--- src/rtl/text_pkg.sv ---
// Shared constants and reader FSM state type for the text RAM read path.
package text_pkg;
    localparam int TEXT_RAM_WIDTH = 39;
    localparam int TEXT_RAM_DEPTH = 64;
    localparam int TEXT_ADDR_W    = 6;
    localparam int TEXT_VALID_BIT = 38;

    typedef enum logic [1:0] {
        ST_IDLE  = 2'd0,
        ST_SWEEP = 2'd1,
        ST_DRAIN = 2'd2
    } readerState_t;
endpackage

--- src/rtl/text_reader_fifo.sv ---
// Small synchronous FIFO with occupancy count; head entry is presented combinationally.
module text_reader_fifo #(
    parameter int DEPTH = 4,
    parameter int WIDTH = 45
) (
    input  logic                       i_clk,
    input  logic                       i_rst,
    input  logic                       i_push,
    input  logic [WIDTH-1:0]           i_data,
    input  logic                       i_pop,
    output logic [WIDTH-1:0]           o_data,
    output logic [$clog2(DEPTH):0]     o_count,
    output logic                       o_empty
);
    localparam int PTR_W = $clog2(DEPTH);
    localparam int CNT_W = PTR_W + 1;

    logic [WIDTH-1:0] r_mem [DEPTH];
    logic [PTR_W-1:0] r_wrPtr;
    logic [PTR_W-1:0] r_rdPtr;
    logic [CNT_W-1:0] r_count;
    logic             w_pop;

    assign w_pop   = i_pop && (r_count != '0);
    assign o_data  = r_mem[r_rdPtr];
    assign o_count = r_count;
    assign o_empty = (r_count == '0);

    // Storage is cleared on reset so the head reads as zero until the first push.
    always_ff @(posedge i_clk or posedge i_rst) begin
        if (i_rst) begin
            for (int i = 0; i < DEPTH; i++) begin
                r_mem[i] <= '0;
            end
            r_wrPtr <= '0;
            r_rdPtr <= '0;
            r_count <= '0;
        end else begin
            if (i_push) begin
                r_mem[r_wrPtr] <= i_data;
                r_wrPtr        <= r_wrPtr + 1'b1;
            end
            if (w_pop) begin
                r_rdPtr <= r_rdPtr + 1'b1;
            end
            case ({i_push, w_pop})
                2'b10:   r_count <= r_count + 1'b1;
                2'b01:   r_count <= r_count - 1'b1;
                default: r_count <= r_count;
            endcase
        end
    end

    // The reader's credit scheme must never push into a full FIFO without a pop.
    assert property (@(posedge i_clk) disable iff (i_rst)
        !(i_push && !w_pop && (r_count == CNT_W'(DEPTH))));
endmodule

--- src/rtl/text_ram_reader.sv ---
// Sweeps the text RAM through port B and streams {entry, index} over valid/ready,
// hiding the 2-cycle read latency with an in-flight tracker and output FIFO.
module text_ram_reader
    import text_pkg::*;
#(
    parameter int  RAM_WIDTH     = TEXT_RAM_WIDTH,
    parameter int  RAM_DEPTH     = TEXT_RAM_DEPTH,
    parameter int  FIFO_DEPTH    = 4,
    parameter bit  STOP_ON_EMPTY = 1'b1,
    localparam int ADDR_W        = $clog2(RAM_DEPTH)
) (
    input  logic                 clka,
    input  logic                 rsta,
    input  logic                 start,
    output logic                 busy,
    output logic                 done,
    output logic [ADDR_W-1:0]    ram_addrb,
    output logic                 ram_enb,
    output logic                 ram_regceb,
    output logic                 ram_rstb,
    input  logic [RAM_WIDTH-1:0] ram_doutb,
    output logic                 m_valid,
    input  logic                 m_ready,
    output logic [RAM_WIDTH-1:0] m_data,
    output logic [ADDR_W-1:0]    m_index
);
    localparam int CNT_W = $clog2(FIFO_DEPTH) + 1;
    localparam int SUM_W = CNT_W + 1;

    readerState_t         r_state;
    logic [ADDR_W-1:0]    r_nextAddr;
    logic                 r_busy;
    logic                 r_done;
    logic                 r_flush;
    logic                 r_s1Valid;
    logic [ADDR_W-1:0]    r_s1Index;
    logic                 r_s2Valid;
    logic [ADDR_W-1:0]    r_s2Index;

    logic [CNT_W-1:0]     w_fifoCount;
    logic                 w_fifoEmpty;
    logic [SUM_W-1:0]     w_used;
    logic                 w_issue;
    logic                 w_terminator;
    logic                 w_push;
    logic                 w_pop;

    // Credits count both FIFO entries and reads still in the RAM pipeline.
    assign w_used       = SUM_W'(w_fifoCount) + SUM_W'(r_s1Valid) + SUM_W'(r_s2Valid);
    assign w_issue      = (r_state == ST_SWEEP) && (w_used < SUM_W'(FIFO_DEPTH));
    assign w_terminator = r_s2Valid && !r_flush && STOP_ON_EMPTY && !ram_doutb[RAM_WIDTH-1];
    assign w_push       = r_s2Valid && !r_flush && !w_terminator;
    assign w_pop        = m_valid && m_ready;

    assign busy       = r_busy;
    assign done       = r_done;
    assign ram_enb    = w_issue;
    assign ram_addrb  = w_issue ? r_nextAddr : '0;
    assign ram_regceb = r_busy;
    assign ram_rstb   = 1'b0;
    assign m_valid    = !w_fifoEmpty;

    always_ff @(posedge clka or posedge rsta) begin
        if (rsta) begin
            r_state    <= ST_IDLE;
            r_nextAddr <= '0;
            r_busy     <= 1'b0;
            r_done     <= 1'b0;
            r_flush    <= 1'b0;
        end else begin
            r_done <= 1'b0;
            case (r_state)
                ST_IDLE: begin
                    if (start) begin
                        r_state    <= ST_SWEEP;
                        r_busy     <= 1'b1;
                        r_nextAddr <= '0;
                        r_flush    <= 1'b0;
                    end
                end
                ST_SWEEP: begin
                    if (w_issue) begin
                        r_nextAddr <= r_nextAddr + 1'b1;
                    end
                    if (w_terminator) begin
                        r_flush <= 1'b1;
                        r_state <= ST_DRAIN;
                    end else if (w_issue && (r_nextAddr == ADDR_W'(RAM_DEPTH - 1))) begin
                        r_state <= ST_DRAIN;
                    end
                end
                ST_DRAIN: begin
                    if (w_terminator) begin
                        r_flush <= 1'b1;
                    end
                    if (!r_s1Valid && !r_s2Valid && w_fifoEmpty) begin
                        r_state <= ST_IDLE;
                        r_busy  <= 1'b0;
                        r_done  <= 1'b1;
                        r_flush <= 1'b0;
                    end
                end
                default: r_state <= ST_IDLE;
            endcase
        end
    end

    // Mirrors the RAM read pipeline: stage 2 lines up with valid ram_doutb.
    always_ff @(posedge clka or posedge rsta) begin
        if (rsta) begin
            r_s1Valid <= 1'b0;
            r_s1Index <= '0;
            r_s2Valid <= 1'b0;
            r_s2Index <= '0;
        end else begin
            r_s1Valid <= w_issue;
            r_s1Index <= r_nextAddr;
            r_s2Valid <= r_s1Valid;
            r_s2Index <= r_s1Index;
        end
    end

    text_reader_fifo #(
        .DEPTH (FIFO_DEPTH),
        .WIDTH (RAM_WIDTH + ADDR_W)
    ) u_fifo (
        .i_clk   (clka),
        .i_rst   (rsta),
        .i_push  (w_push),
        .i_data  ({ram_doutb, r_s2Index}),
        .i_pop   (w_pop),
        .o_data  ({m_data, m_index}),
        .o_count (w_fifoCount),
        .o_empty (w_fifoEmpty)
    );
endmodule

--- config.mk ---
export PLATFORM = sky130hd
export DESIGN_NAME = text_ram_reader
export DESIGN_NICKNAME = d
export VERILOG_FILES = /design/src/rtl/text_pkg.sv /design/src/rtl/text_reader_fifo.sv /design/src/rtl/text_ram_reader.sv
export SDC_FILE = /design/constraint.sdc
export NUM_CORES = 1
export LEC_CHECK = 0
export ABC_AREA = 1
export CAP_MARGIN = 10
export CORE_MARGIN = 10
export CORE_UTILIZATION = 40
export CTS_CLUSTER_DIAMETER = 200
export CTS_CLUSTER_SIZE = 8
export DETAILED_ROUTE_END_ITERATION = 8
export PLACE_DENSITY = 0.71
export SKIP_LAST_GASP = 1
export SYNTH_ARGS = -nofsm -noshare
export SYNTH_HDL_FRONTEND = slang
export SYNTH_SLANG_ARGS = --single-unit
export TNS_END_PERCENT = 5
--- constraint.sdc ---
create_clock -name clka -period 6.7 [get_ports clka]
set_input_delay 1.34 -clock clka [delete_from_list [all_inputs] [get_ports clka]]
set_output_delay 1.34 -clock clka [all_outputs]
set_load 0.03 [all_outputs]
==> impl_metrics.yaml <==
# synthesis and place-and-route metrics
global_routing:
  met3_usage_pct: 3.215
  top_usage_layer: "met2"
  overflow: 0
  grt_max_degree: 194
logic_synthesis:
  synthAdderAreaFrac_pct: 1.833
  synth_area_um2: 9283
  ys_top_cells_by_area: "dfrtp_1, o21ai_0, nand2_1, nor2_1, o22ai_1"
  ys_cells: 1047
  ff_type: "dfrtp_1"
  ys_async_sr_fraction_pct: 100.0
  syn_avg_cell_area_um2: 8.866
  synth_cells: 1047
die:
  core-area_um2: 22710
  fp.dieArea_um2: 29700
  tapCellCount: 285
layout:
  diodes: 0
  buffers: 102
  comb-cell-share_pct: 29.89
  comb_cells: 690
  buffer_area_share_pct: 9.215
  largest_reg_flops: 180
  sh_seq_area_pct: 47.79
clocking:
  cts_num_sinks: 212
  ctsResizeCount: 0
  cts-root-buf: "clkbuf_16"
  cts_buffer_depth: 3
  clk_pin_slew_ns: 0.05
  numCtsBuffers: 30
worst_setup_path:
  crit_path_start_kind: "flip-flop"
  cp.arrival_ns: 3.65
  crit_fanout: 46
  path_depth: 5
  cpPeakStageDelay_ns: 0.98
place:
  gp_congestion: 0.8056
  place_hpwl_um: 12540
power_and_ir_drop:
  p_sw_share_pct: 39.87
  seqPwrFrac_pct: 34.5
  p_clk_share_pct: 22.9
  p_comb_share_pct: 42.6
  p_int_mw: 3.503
  top_power_group: "combinational logic"
  peakVddDrop_uv: 279.5
  comb_power_mw: 2.48
route:
  routed_wl_um: 21890
  drc: 0
  ant_nets: 0
  wl_per_cell_um: 15.67
sta:
  relSlewSlack_pct: 31.30
  fmax_ghz: 0.2005
  final.setup_skew_ns: 0.009589
  worstMarginPinSlew_ns: 1.030
outcome:
  outcome: "finished clean"
worst_hold_path:
  hp-class: "reg2reg"
stage by stage:
step	util, %	area, um^2	power (mW)	std cells	hold slack (ns)
6_report	48.91	11110	5.826	1397	0.3438
5_1_grt	48.91	11110	6.244	1397	0.3490
4_1_cts	48.91	11110	5.890	1397	0.3452
3_5_place_dp	45.34	10300	4.521	1364	0.3347
3_3_place_gp	45.34	10300	4.481	1364	0.3329
2_1_floorplan	-	9286	3.650	1047	0.3312
placed cells by master, fill, tap and decap left out, types with 4 or more instances in the layout:
master and instances:
o21ai_0 247, nand2_1 218, dfrtp_1 210, nor2_1 104
clkdlybuf4s50_1 98, inv_1 68, o22ai_1 44, clkbuf_16 31
o21ai_1 18, o21ai_2 12, ha_1 12, nand3_1 10
a21oi_1 5, nand2_4 5, inv_2 4
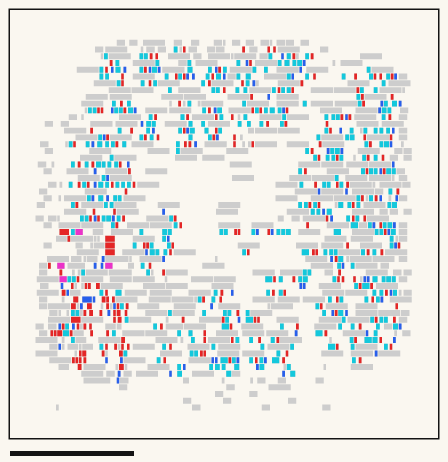
Fig. 1. Logic cells by family.
The bar under the picture is 50 um long.
colour	family	cells	where
red	NAND gates	238	widely spread
blue	NOR gates	105	widely spread
magenta	XOR/XNOR gates	4	middle left
cyan	inverting AOI/OAI gates	328	widely spread

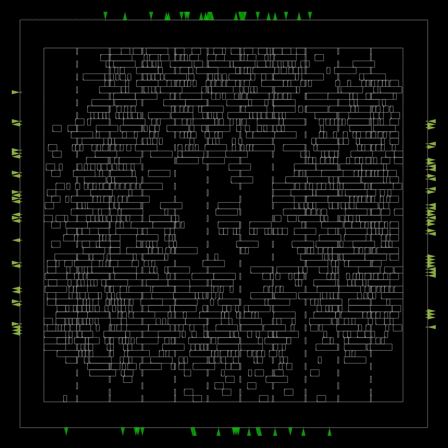
Fig. 2. Cell placement.
Core Util, Final: 48.91%
Seq cells: 212

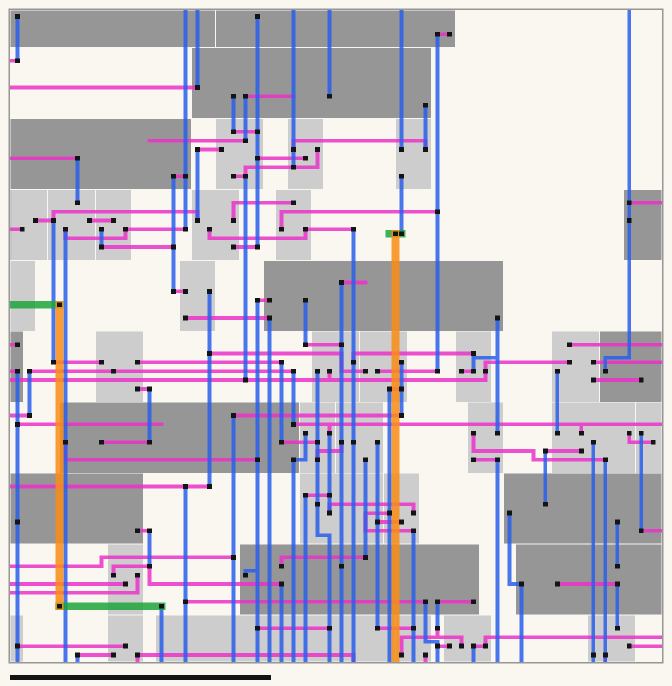
Fig. 3. A small window of the routed layout.
The bar under the picture is 10 um long. Window x 74 to 99, y 39 to 64 um. Cells in grey, sequential cells in the stronger grey; small squares are vias.
colour	layer
orange	met4
magenta	met1
green	met3
blue	met2
cells with their middle in the window	37
most frequent	nand2_1 (10), dfrtp_1 (10), o21ai_0 (7)
sequential cells in the window	10
netlist names of flops here include	`u_fifo.r_mem` (9), `r_s2Index` (1)

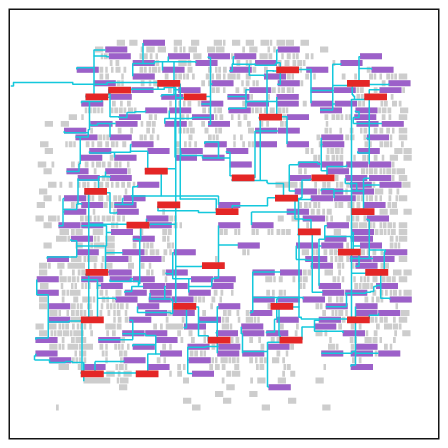
Fig. 4. Clock network drawn from the DEF.
[cyan] clock wires | length: 2,740 um
[purple] flip-flops | count: 212
[red] cells driving clock nets | count: 30
routed clock nets	31

No activity file was given, so power comes from the tool's default toggle rates.
